Figure 1. PDN straps and rails (run 1).
Scale bar: 50 µm. Pins as bars on the die edge.
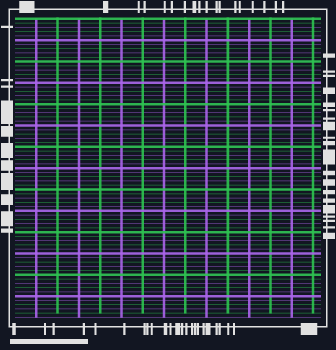
Figure 2. Placement by cell class (run 1).
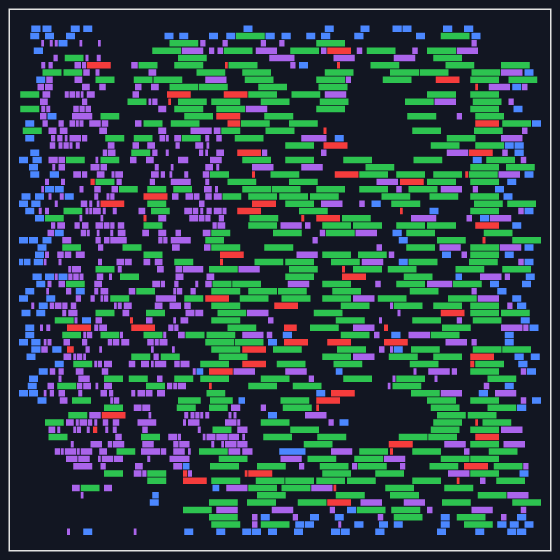
Figure 3. Clock network drawn from the DEF (run 1).
Scale bar: 50 µm.
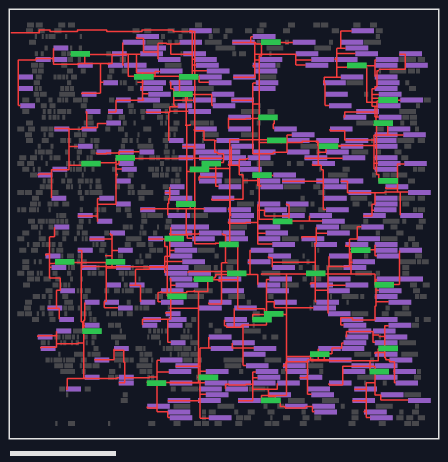
Figure 4. Metal layers overlaid (run 1).
Scale bar: 50 µm.
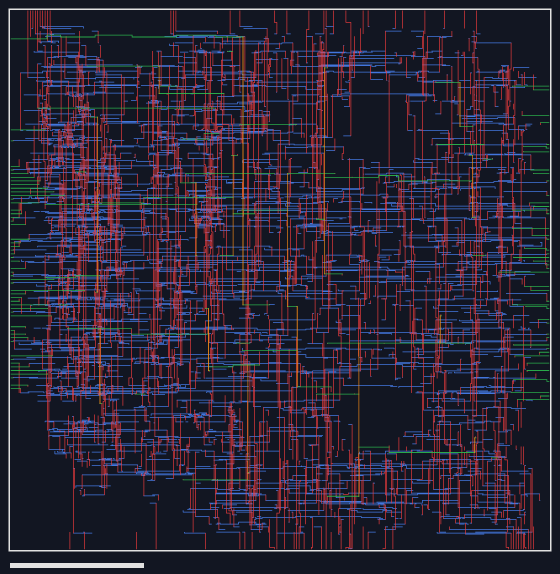
`config.mk`:
```
export PLATFORM = sky130hd
export DESIGN_NAME = fetch_unit
export DESIGN_NICKNAME = d
export VERILOG_FILES = /design/src/rtl/fetch_unit_pkg.sv /design/src/rtl/fetch_unit_fifo.sv /design/src/rtl/fetch_unit.sv
export SDC_FILE = /design/constraint.sdc
export NUM_CORES = 1
export LEC_CHECK = 0
export CAP_MARGIN = 20
export CORE_MARGIN = 3
export CORE_UTILIZATION = 37
export DETAILED_ROUTE_END_ITERATION = 7
export PLACE_DENSITY_LB_ADDON = 0.08
export SETUP_SLACK_MARGIN = 0.4
export SKIP_LAST_GASP = 1
export SYNTH_ARGS = -nofsm -noshare
export SYNTH_HDL_FRONTEND = slang
export SYNTH_HIERARCHICAL = 1
export SYNTH_SLANG_ARGS = --single-unit
```
`constraint.sdc`:
```
create_clock -name clk -period 8.1 [get_ports clk]
set_input_delay 0.81 -clock clk [delete_from_list [all_inputs] [get_ports clk]]
set_output_delay 0.81 -clock clk [all_outputs]
set_load 0.02 [all_outputs]
```
`src/rtl/fetch_unit_pkg.sv`:
```
// fetch_unit_pkg
//   Shared constants, the prefetch queue entry type and small PC helpers
//   used by the instruction-fetch front end.
package fetch_unit_pkg;

  // Default first fetch address and bubble encoding.
  localparam logic [31:0] RESET_PC_DEFAULT  = 32'h0000_0000;
  localparam logic [31:0] NOP_INSTR_DEFAULT = 32'h0000_0000;

  // One prefetch queue entry: the PC the instruction was fetched from
  // and the instruction word returned by memory.
  typedef struct packed {
    logic [31:0] pc;
    logic [31:0] instr;
  } fetch_entry_t;

  // Fetch addresses are always word aligned; low bits of a target are dropped.
  function automatic logic [31:0] align_pc(input logic [31:0] pc);
    return {pc[31:2], 2'b00};
  endfunction

  // Sequential next word address, wrapping modulo 2^32.
  function automatic logic [31:0] next_pc(input logic [31:0] pc);
    return pc + 32'd4;
  endfunction

endpackage

```
`src/rtl/fetch_unit_fifo.sv`:
```
// fetch_unit_fifo
//   DEPTH-entry synchronous FIFO of fetch entries (PC + instruction).
//   Ports:
//     clk, reset       rising-edge clock, synchronous active-high reset
//     flush_i          drop all entries (pointers and count cleared)
//     push_i, data_i   write one entry
//     pop_i            retire the head entry
//     data_o           head entry (combinational read of the head slot)
//     count_o          number of valid entries
//     full_o, empty_o  occupancy flags
//   Simultaneous push and pop is accepted when full (the freed slot is
//   reused) and when empty (the pop is ignored, the push lands).
module fetch_unit_fifo
  import fetch_unit_pkg::*;
#(
  parameter int DEPTH = 4,
  localparam int CW = $clog2(DEPTH + 1),
  localparam int AW = (DEPTH > 1) ? $clog2(DEPTH) : 1
) (
  input  logic          clk,
  input  logic          reset,
  input  logic          flush_i,
  input  logic          push_i,
  input  fetch_entry_t  data_i,
  input  logic          pop_i,
  output fetch_entry_t  data_o,
  output logic [CW-1:0] count_o,
  output logic          full_o,
  output logic          empty_o
);

  localparam logic [AW-1:0] LAST_IDX = AW'(DEPTH - 1);
  localparam logic [CW-1:0] FULL_CNT = CW'(DEPTH);

  fetch_entry_t  mem_q [DEPTH];
  logic [AW-1:0] wr_ptr_q, wr_ptr_d;
  logic [AW-1:0] rd_ptr_q, rd_ptr_d;
  logic [CW-1:0] count_q, count_d;
  logic          push_do;
  logic          pop_do;

  function automatic logic [AW-1:0] ptr_inc(input logic [AW-1:0] p);
    return (p == LAST_IDX) ? '0 : p + AW'(1);
  endfunction

  assign full_o  = (count_q == FULL_CNT);
  assign empty_o = (count_q == '0);
  assign count_o = count_q;
  assign data_o  = mem_q[rd_ptr_q];

  always_comb begin
    pop_do   = pop_i && !empty_o;
    push_do  = push_i && (!full_o || pop_do);
    wr_ptr_d = wr_ptr_q;
    rd_ptr_d = rd_ptr_q;
    count_d  = count_q;
    if (flush_i) begin
      wr_ptr_d = '0;
      rd_ptr_d = '0;
      count_d  = '0;
    end else begin
      if (push_do) wr_ptr_d = ptr_inc(wr_ptr_q);
      if (pop_do)  rd_ptr_d = ptr_inc(rd_ptr_q);
      count_d = count_q + CW'(push_do) - CW'(pop_do);
    end
  end

  always_ff @(posedge clk) begin
    if (reset) begin
      wr_ptr_q <= '0;
      rd_ptr_q <= '0;
      count_q  <= '0;
    end else begin
      wr_ptr_q <= wr_ptr_d;
      rd_ptr_q <= rd_ptr_d;
      count_q  <= count_d;
    end
  end

  // Storage carries no reset; validity is tracked by the count alone.
  always_ff @(posedge clk) begin
    if (!reset && !flush_i && push_do) mem_q[wr_ptr_q] <= data_i;
  end

endmodule

```
`src/rtl/fetch_unit.sv`:
```
// fetch_unit
//   Instruction-fetch front end: PC generation, the instruction-memory
//   request/response handshake and an in-order prefetch queue feeding the
//   fetch/decode pipeline register.
//   Ports:
//     clk, reset            rising-edge clock, synchronous active-high reset
//     imem_req, imem_addr   fetch request and its word address (always accepted)
//     imem_ack, imem_data   in-order response, latency >= 1 cycle
//     redirect, redirect_pc flush and restart fetch at a new target
//     stall_D               decode cannot take the head instruction
//     valid_F, instr_F, pc_F  head of the prefetch queue (NOP / 0 when empty)
//   Handshake: memory has no backpressure, so a request is issued in every
//   cycle imem_req=1. Decode consumes the head in every cycle where
//   valid_F=1 and stall_D=0, unless a redirect flushes the queue instead.
module fetch_unit
  import fetch_unit_pkg::*;
#(
  parameter int          DEPTH     = 4,
  parameter logic [31:0] RESET_PC  = RESET_PC_DEFAULT,
  parameter logic [31:0] NOP_INSTR = NOP_INSTR_DEFAULT
) (
  input  logic        clk,
  input  logic        reset,
  output logic        imem_req,
  output logic [31:0] imem_addr,
  input  logic        imem_ack,
  input  logic [31:0] imem_data,
  input  logic        redirect,
  input  logic [31:0] redirect_pc,
  input  logic        stall_D,
  output logic        valid_F,
  output logic [31:0] instr_F,
  output logic [31:0] pc_F
);

  localparam int CW = $clog2(DEPTH + 1);
  localparam logic [CW:0] DEPTH_W = (CW + 1)'(DEPTH);

  logic [31:0]   fetch_pc_q, fetch_pc_d;
  logic [31:0]   resp_pc_q, resp_pc_d;
  logic [CW-1:0] outstanding_q, outstanding_d;
  logic [CW-1:0] drop_cnt_q, drop_cnt_d;

  logic [CW-1:0] q_count;
  logic          q_full;
  logic          q_empty;
  fetch_entry_t  q_head;
  fetch_entry_t  q_in;
  logic          q_push;
  logic          q_pop;
  logic          drop_now;
  logic [CW:0]   budget_used;

  fetch_unit_fifo #(
    .DEPTH (DEPTH)
  ) u_fifo (
    .clk     (clk),
    .reset   (reset),
    .flush_i (redirect),
    .push_i  (q_push),
    .data_i  (q_in),
    .pop_i   (q_pop),
    .data_o  (q_head),
    .count_o (q_count),
    .full_o  (q_full),
    .empty_o (q_empty)
  );

  always_comb begin
    // In-flight requests plus queued entries never exceed the queue size,
    // so every response that is kept always has a free slot.
    budget_used = {1'b0, outstanding_q} + {1'b0, q_count};
    imem_req    = !reset && !redirect && (budget_used < DEPTH_W);
    imem_addr   = fetch_pc_q;

    // Responses are stale if they belong to a pre-redirect request, or if
    // they arrive in the redirect cycle itself.
    drop_now = imem_ack && (redirect || (drop_cnt_q != '0));
    q_push   = imem_ack && !drop_now;
    q_in     = '{pc: resp_pc_q, instr: imem_data};
    q_pop    = valid_F && !stall_D && !redirect;

    outstanding_d = outstanding_q + CW'(imem_req) - CW'(imem_ack);
    fetch_pc_d    = fetch_pc_q;
    resp_pc_d     = resp_pc_q;
    drop_cnt_d    = drop_cnt_q;

    if (redirect) begin
      fetch_pc_d = align_pc(redirect_pc);
      resp_pc_d  = align_pc(redirect_pc);
      // Everything still in flight after this edge belongs to the old path.
      drop_cnt_d = outstanding_q - CW'(imem_ack);
    end else begin
      if (imem_req) fetch_pc_d = next_pc(fetch_pc_q);
      if (q_push)   resp_pc_d  = next_pc(resp_pc_q);
      if (drop_now) drop_cnt_d = drop_cnt_q - CW'(1);
    end
  end

  always_ff @(posedge clk) begin
    if (reset) begin
      fetch_pc_q    <= RESET_PC;
      resp_pc_q     <= RESET_PC;
      outstanding_q <= '0;
      drop_cnt_q    <= '0;
    end else begin
      fetch_pc_q    <= fetch_pc_d;
      resp_pc_q     <= resp_pc_d;
      outstanding_q <= outstanding_d;
      drop_cnt_q    <= drop_cnt_d;
    end
  end

  assign valid_F = !q_empty;
  assign instr_F = valid_F ? q_head.instr : NOP_INSTR;
  assign pc_F    = valid_F ? q_head.pc : 32'h0;

  // A kept response into a full queue means the issue budget was broken.
  a_no_overflow : assert property (@(posedge clk) disable iff (reset)
    !(q_push && q_full && !q_pop && !redirect));

endmodule
```
==> results_slide.txt, run 1 <==
Implementation Results

Synthesis
  – Yosys xor share: approximately 3.4%
  – Max-area cell share: 54.4%
  – Simple share: 11.0%
  – Synth area leader: edfxtp_1
  – Syn Area/Cell: between 15 and 20 µm²
  – Seq/Total Area, Yosys: between 60% and 70%
  – Synth cell types: 65
  – Fa+ha+maj area frac: under 10%
  – EDFF count, synth: about 260
  – Ys cells: approximately 910
  – Yosys stat chip area: around 14000 µm²
  – Synth Area in Compound Gates: between 5 and 6%

Worst setup path
  – Reg2reg setup slack: around 4700 ps
  – Crit-path max FO: 39
  – RR Startpoint: u_fifo/count_o[1]
  – Reg2Reg Depth: 7
  – CP required: 7290 ps
  – Reg-to-reg endpoint: u_fifo/mem_q[0][47]
  – CP Launch Type: flip-flop

Timing
  – Setup tns final: 0 ps
  – Slew margin rel.: 29.4%
  – Setup ws final: between 3000 and 4000 ps
  – Tcrit/Tclk final: between 50% and 60%
  – Unrepaired setup endpoints after global routing: false
  – Endpoints failing hold: 0
  – Setup violation total in the final timing report: 0
  – Min cycle time layout: roughly 4200 ps

Global route
  – Met2 usage: roughly a quarter
  – Largest net degree at the start of global routing: between 60 and 70
  – M1 GR Usage: between 20% and 30%
  – Overall Global Routing Usage: ~16%
  – Global-route wire length before repair: between 50000 and 60000 µm
  – Met3 Track Usage GR: under 10%
  – Layer with the highest usage: met2

Final layout
  – Fill cells: about 3300
  – Diode count: 0
  – Nets: ~1200
  – Most frequent logic cell in the layout: edfxtp_1
  – Fraction of layout cells with a size suffix above 1: a little over an eighth
  – Fin cells: approximately 1600
  – Area Growth Syn to Fin: 23.1%

Worst hold path
  – Hold depth: 2
  – Hold Crit Start: u_fifo/rd_ptr_q[1]

Pwr
  – Internal: roughly 2900 µW
  – Reg power frac: around half
  – Pwr per Cell Area: between 200 and 250 nW/µm²
  – Psw: between 800 and 900 µW

Floorplan
  – Chip area: 40600 µm²
  – Initial Utilization: 38.1%
  – IO Count: 167

Route
  – Remaining DRCs: 0
  – Iter 0 DRT Violations: 322
  – Via density: around 5
  – Final ANT Viol Nets: 0

CTS
  – Hold_buf cts: 0
  – CTS sink count: roughly 330
  – CTS tree: built
  – # Post-CTS Setup Buffers: 0

Outcome
  – Outcome: finished, final reports clean

Placement
  – Post-DP HPWL: 19500 µm
  – Routability cong.: 0.783
Notes on Figure 1 above:
[VSS] purple
[VDD] green
met5 straps: 14
signal pins: 167
met1 rails: 71
core area: 37100 µm²
Die X: 201 µm
worst vdd ir: 0.135 mV
Die Height: 201 µm

Notes on Figure 2 above:
[clock drivers and dummy loads] red | cells: 70 | share of their area: 6.9%
[other buffers and delay cells] blue | cells: 171 | share of their area: 10%
[combinational and other logic] purple | cells: 544 | share of their area: 28%
[flops] green | cells: 331 | share of their area: 55%
Final Util: 46.9%
row cnt: 70
Final Instance Area: 17400 µm²
flop share of the area: 52.8%

Notes on Figure 3 above:
[clock drivers] green | count: 38
[clock wires] red | length: 4160 µm
[flip-flops] purple | count: 331
routed clock nets: 39
Power Clock: 1580 µW
clock network power share: 41.7%
Clock Skew: 10.4 ps
clock latency on the worst-skew pair: 510 ps

Notes on Figure 4 above:
[metal 2] red | wire length: 15200 µm
[metal 3] green | wire length: 1500 µm
[metal 4] orange | wire length: 603 µm
[metal 1] blue | wire length: 14400 µm
wire per inst: 19.6 µm
final WL: 31700 µm
Vias: 8132

==> run 1: cell type report <==
cell class / instances / share of cell area, %
Tap cell: 504 / 3.62
Inverter: 41 / 0.884
Clock inverter: 15 / 0.381
Clock buffer: 55 / 6.31
Multi-Input combinational cell: 503 / 26.2
Sequential cell: 331 / 52.8
Timing Repair Buffer: 171 / 9.79
==> run 1: synth_stat cells, drive strengths merged, types with 2 or more instances <==
| master | n |
|---|---|
| xnor2 | 30 |
| a31oi | 2 |
| inv | 41 |
| nand3 | 28 |
| nor3b | 2 |
| nand2 | 32 |
| mux2i | 4 |
| nor4 | 20 |
| and4 | 6 |
| nor2b | 66 |
| or2 | 3 |
| nor2 | 21 |
| o21bai | 4 |
| o31a | 2 |
| and3 | 15 |
| nand4b | 2 |
| nor4bb | 2 |
| clkbuf | 20 |
| dfxtp | 75 |
| nor3 | 17 |
| buf | 23 |
| nand4 | 23 |
| and2 | 6 |
| ha | 16 |
| a21oi | 32 |
| fa | 2 |
| a21boi | 41 |
| edfxtp | 256 |
| xor2 | 25 |
| a211oi | 6 |
| mux4 | 64 |
| o21ai | 3 |
| o31ai | 6 |
| o211ai | 2 |
==> run 1: kinds of logic (layout without fill, tap and decap cells) <==
family                   Yosys count  after routing
AND/OR/NAND/NOR                  248            248
multiplexers                      68             68
flip-flops                       331            331
buffers and inverters             84            282
other                              1             10
adder cells (fa/ha/maj)           18             18
XOR/XNOR                          55             55
AND-OR/OR-AND                    104            104
==> run 1: through the flow <==
step           utilization, %  hold slack (ps)  instance area, µm²
2_1_floorplan               -              468               14200
3_3_place_gp             43.7              483               16200
3_5_place_dp             43.7              495               16200
4_1_cts                  46.8              503               17400
5_1_grt                  46.9              551               17400
6_report                 46.9              497               17400
==> run 1: flip-flops by register name, indices dropped and copies added (netlist names), named ones only <==
name and count:
u_fifo/mem_q 256, imem_addr 30, resp_pc_q 30, drop_cnt_q 3, outstanding_q 3, u_fifo/count_o 3, u_fifo/rd_ptr_q 2, u_fifo/wr_ptr_q 2
==> run 1: worst max-delay path by stage <==
stage	start	to	slack, ps	depth (start not counted)
after floorplan	redirect	u_fifo/mem_q[3][0]	4160	6
after global placement	imem_ack	u_fifo/mem_q[0][46]	4250	6
after detailed placement	imem_ack	u_fifo/mem_q[0][46]	4240	6
after CTS	flip-flop	pc_F[23]	3730	4
after global routing	flip-flop	pc_F[23]	3590	4
final	flip-flop	pc_F[23]	3900	4
==> run 1: power groups by stage <==
stage,combinational (µW),clock [µW],sequential (µW)
after floorplan,161,0,1950
final,289,1580,1920
after detailed placement,294,0,1960
after global placement,292,0,1960
after global routing,322,1710,1930
after CTS,297,1630,1920
==> run 1: layer usage <==
| metal | share of wire, % | up-vias |
|---|---|---|
| met4 | 1.9 | 0 |
| li1 | - | 3816 |
| met3 | 4.7 | 45 |
| met1 | 45 | 4087 |
| met2 | 48 | 184 |
| met5 | 0 | - |
==> run 1: worst max-delay path: stages, from the launching register on <==
cell	delay, ps
dfxtp_4	920
buf_4	600
mux4_1	610
nor2b_1	140
clkdlybuf4s50_1	580
--- run 2 (diff from run 1) ---
==> constraint.sdc (replaced) <==
create_clock -name clk -period 3.56 [get_ports clk]
set_input_delay 0.356 -clock clk [delete_from_list [all_inputs] [get_ports clk]]
set_output_delay 0.356 -clock clk [all_outputs]
set_load 0.02 [all_outputs]
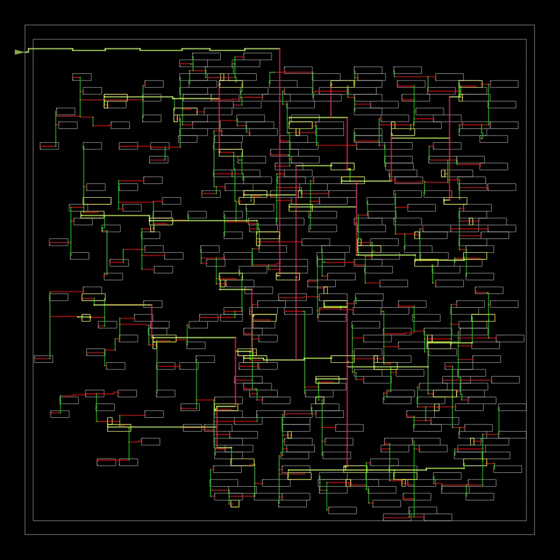
Figure 5: run 2, clock nets.
CTS sink count: 331
clock latency on the worst-skew pair: 520 ps
Power Clock: 3610 µW

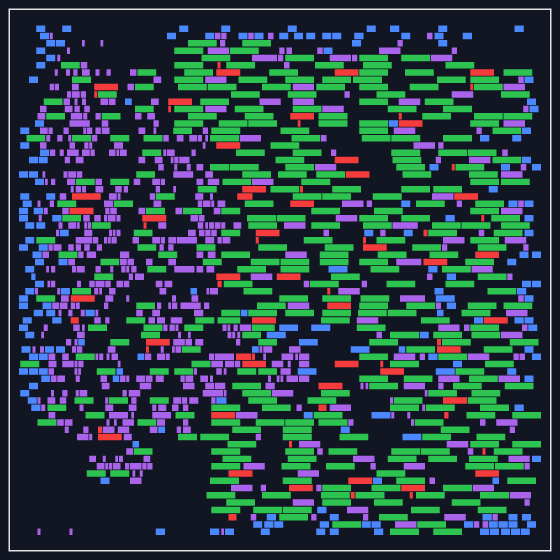
Figure 6: run 2, placement by cell class.
[other buffers and delay cells] blue | cells: 187 | share of their area: 11%
[combinational and other logic] purple | cells: 544 | share of their area: 28%
[flops] green | cells: 331 | share of their area: 54%
[clock drivers and dummy loads] red | cells: 70 | share of their area: 6.8%
Final Instance Area: 17700 µm²
flop share of the area: 52.1%
Final Util: 47.5%

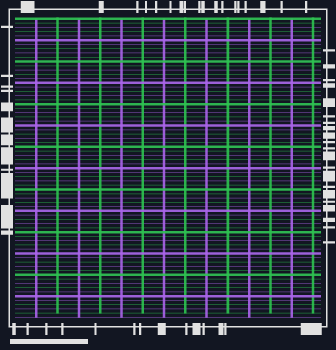
Figure 7: run 2, PDN straps and rails.
Scale bar: 50 µm. Pins as bars on the die edge.
[VDD] green
[VSS] purple
met5 straps: 14
met4 straps: 14
worst vdd ir: 0.295 mV

==> results_slide.txt, run 2 <==
Implementation Results

Outcome
  – Outcome: finished, final reports clean (unchanged)

Worst setup path
  – Slowest cell on crit path: clkdlybuf4s50_1 (was dfxtp_4)
  – Reg-to-reg endpoint: u_fifo/mem_q[3][0] (was u_fifo/mem_q[0][47])
  – CP Launch Type: flip-flop (unchanged)
  – Reg2reg setup slack: 990 ps (was 4710 ps)
  – Reg2Reg Depth: 6 (was 7)
  – CP required: 3200 ps (was 7290 ps)
  – Crit-path max cell delay: 660 ps (was 920 ps)
  – RR Startpoint: u_fifo/count_o[1] (unchanged)
  – Crit-path cells: ha_1 > nand3_1 > nand2_1 > buf_4 > nor2_2 > clkdlybuf4s50_1 (was buf_4 > mux4_1 > nor2b_1 > clkdlybuf4s50_1)

Floorplan
  – IO Count: 167 (unchanged)
  – Chip area: 40600 µm² (unchanged)
  – Initial Utilization: 38.1% (unchanged)
  – Die Height: 201 µm (unchanged)
  – Row cnt: 70 (unchanged)
  – Die X: 201 µm (unchanged)

Synthesis
  – Ys cells: 909 (unchanged)
  – Max-area cell share: 54.4% (unchanged)
  – Synth area leader: edfxtp_1 (unchanged)
  – Syn Area/Cell: 15.6 µm² (unchanged)
  – Seq/Total Area, Yosys: 65.0% (unchanged)
  – Yosys stat chip area: 14100 µm² (unchanged)
  – Most frequent cell after synthesis: edfxtp_1 (unchanged)
  – EDFF count, synth: 256 (unchanged)

Final layout
  – Top reg by flops: u_fifo/mem_q (unchanged)
  – Area Growth Syn to Fin: 24.9% (was 23.1%)
  – Number of flip-flops in the largest register: 256 (unchanged)
  – Fill cells: 3301 (was 3343)
  – Diode count: 0 (unchanged)
  – Most frequent logic cell in the layout: edfxtp_1 (unchanged)
  – Nets: 1189 (was 1173)

Route
  – Vias: 8181 (was 8132)
  – Final WL: 32500 µm (was 31700 µm)
  – Remaining DRCs: 0 (unchanged)
  – Wire per inst: 19.8 µm (was 19.6 µm)
  – Iter 0 DRT Violations: 339 (was 322)
  – Final ANT Viol Nets: 0 (unchanged)
  – Via density: 5.00 (was 5.02)

CTS
  – CTS tree: built (unchanged)

Timing
  – Tcrit/Tclk final: around 83%
  – Endpoints failing hold: 0 (unchanged)
  – Min cycle time layout: between 2000 and 3000 ps
  – Hold slack: 200 ps (was 497 ps)
  – Setup violation total in the final timing report: 0 (unchanged)
  – Setup tns final: 0 ps (unchanged)
  – Slew margin rel.: 51.0% (was 29.4%)

Global route
  – Largest net degree at the start of global routing: 66 (was 67)
  – Met2 usage: 26.7% (was 25.9%)
  – Met3 Track Usage GR: 3.20% (was 2.98%)
  – Layer with the highest usage: met2 (unchanged)
  – Overall Global Routing Usage: 16.0% (was 15.6%)
  – Global-route wire length before repair: 50800 µm (was 50300 µm)

Placement
  – Post-DP HPWL: 21000 µm (was 19500 µm)
  – Routability cong.: 0.754 (was 0.783)

Worst hold path
  – Hold Crit Start: redirect (was u_fifo/rd_ptr_q[1])
  – Hold depth: 2 (unchanged)

Pwr
  – Pwr per Cell Area: 491 nW/µm² (was 218 nW/µm²)
==> run 2: routing by layer <==
layer / wire [µm] / vias up
met3: 1420 / 42
met5: 0 / -
met4: 583 / 0
met1: 15000 / 4105
li1: - / 3853
met2: 15500 / 181
==> run 2: worst max-delay path by stage <==
stage / startpoint / end / slack, ps / depth (start not counted)
after floorplan: u_fifo/count_o[1] / u_fifo/mem_q[0][0] / 770 / 6
after global placement: imem_ack / u_fifo/mem_q[3][26] / 690 / 6
after detailed placement: imem_ack / u_fifo/mem_q[3][25] / 650 / 6
after CTS: u_fifo/count_o[2] / imem_req / 400 / 6
after global routing: u_fifo/count_o[2] / imem_req / 470 / 6
final: u_fifo/count_o[1] / imem_req / 590 / 6
==> run 2: where the power goes <==
group	leakage, µW	total, µW	switching [µW]	internal (µW)
clock network	0.000569	3610	1500	2110
logic	0.00222	689	367	322
registers	0.00294	4370	121	4250
total	0.00573	8670	1990	6680
==> run 2: worst max-delay path: cells and delay by family (launching register included) <==
family / cells / cell delay, ps
buf+inv: 2 / 860
flops: 1 / 540
simple gates: 3 / 390
fa+ha+maj: 1 / 300
==> run 2: area by class of cell <==
| cell class | count | share of cell area [%] |
|---|---|---|
| clock buffer | 53 | 5.83 |
| inverter | 41 | 0.872 |
| tap | 504 | 3.57 |
| multi-input combinational | 503 | 25.8 |
| timing repair buffer | 187 | 11.0 |
| sequential | 331 | 52.1 |
| clock inverter | 17 | 0.780 |
==> run 2: cells by family (layout without fill, tap and decap cells) <==
kind of cell    after synthesis  count (layout)  share of synthesized area (%)
flops                       331             331                           65.0
other cells                   1              10                         0.0265
fa+ha+maj                    18              18                           1.70
buf+inv                      84             298                           3.18
compound gates              104             104                           5.08
mux                          68              68                           10.6
simple gates                248             248                           11.0
xor+xnor                     55              55                           3.41
==> run 2: through the flow <==
| stage | power, µW | utilization, % | cell area [µm²] | setup slack, ps | cells |
|---|---|---|---|---|---|
| after floorplan | 4810 | - | 14200 | 769 | 918 |
| after global placement | 5140 | 44.3 | 16500 | 688 | 1564 |
| after detailed placement | 5140 | 44.3 | 16500 | 646 | 1564 |
| after CTS | 8810 | 47.5 | 17700 | 402 | 1636 |
| after global routing | 9050 | 47.5 | 17700 | 467 | 1636 |
| final | 8670 | 47.5 | 17700 | 588 | 1636 |
==> run 2: what timing repair did <==
action | in CTS | in global routing
setup endpoints to repair | 17 | 1
setup buffers | 2 | 0
resized | 1 | 1
hold endpoints to repair | 0 | 0
No activity file was given, so power comes from the tool's default toggle rates.
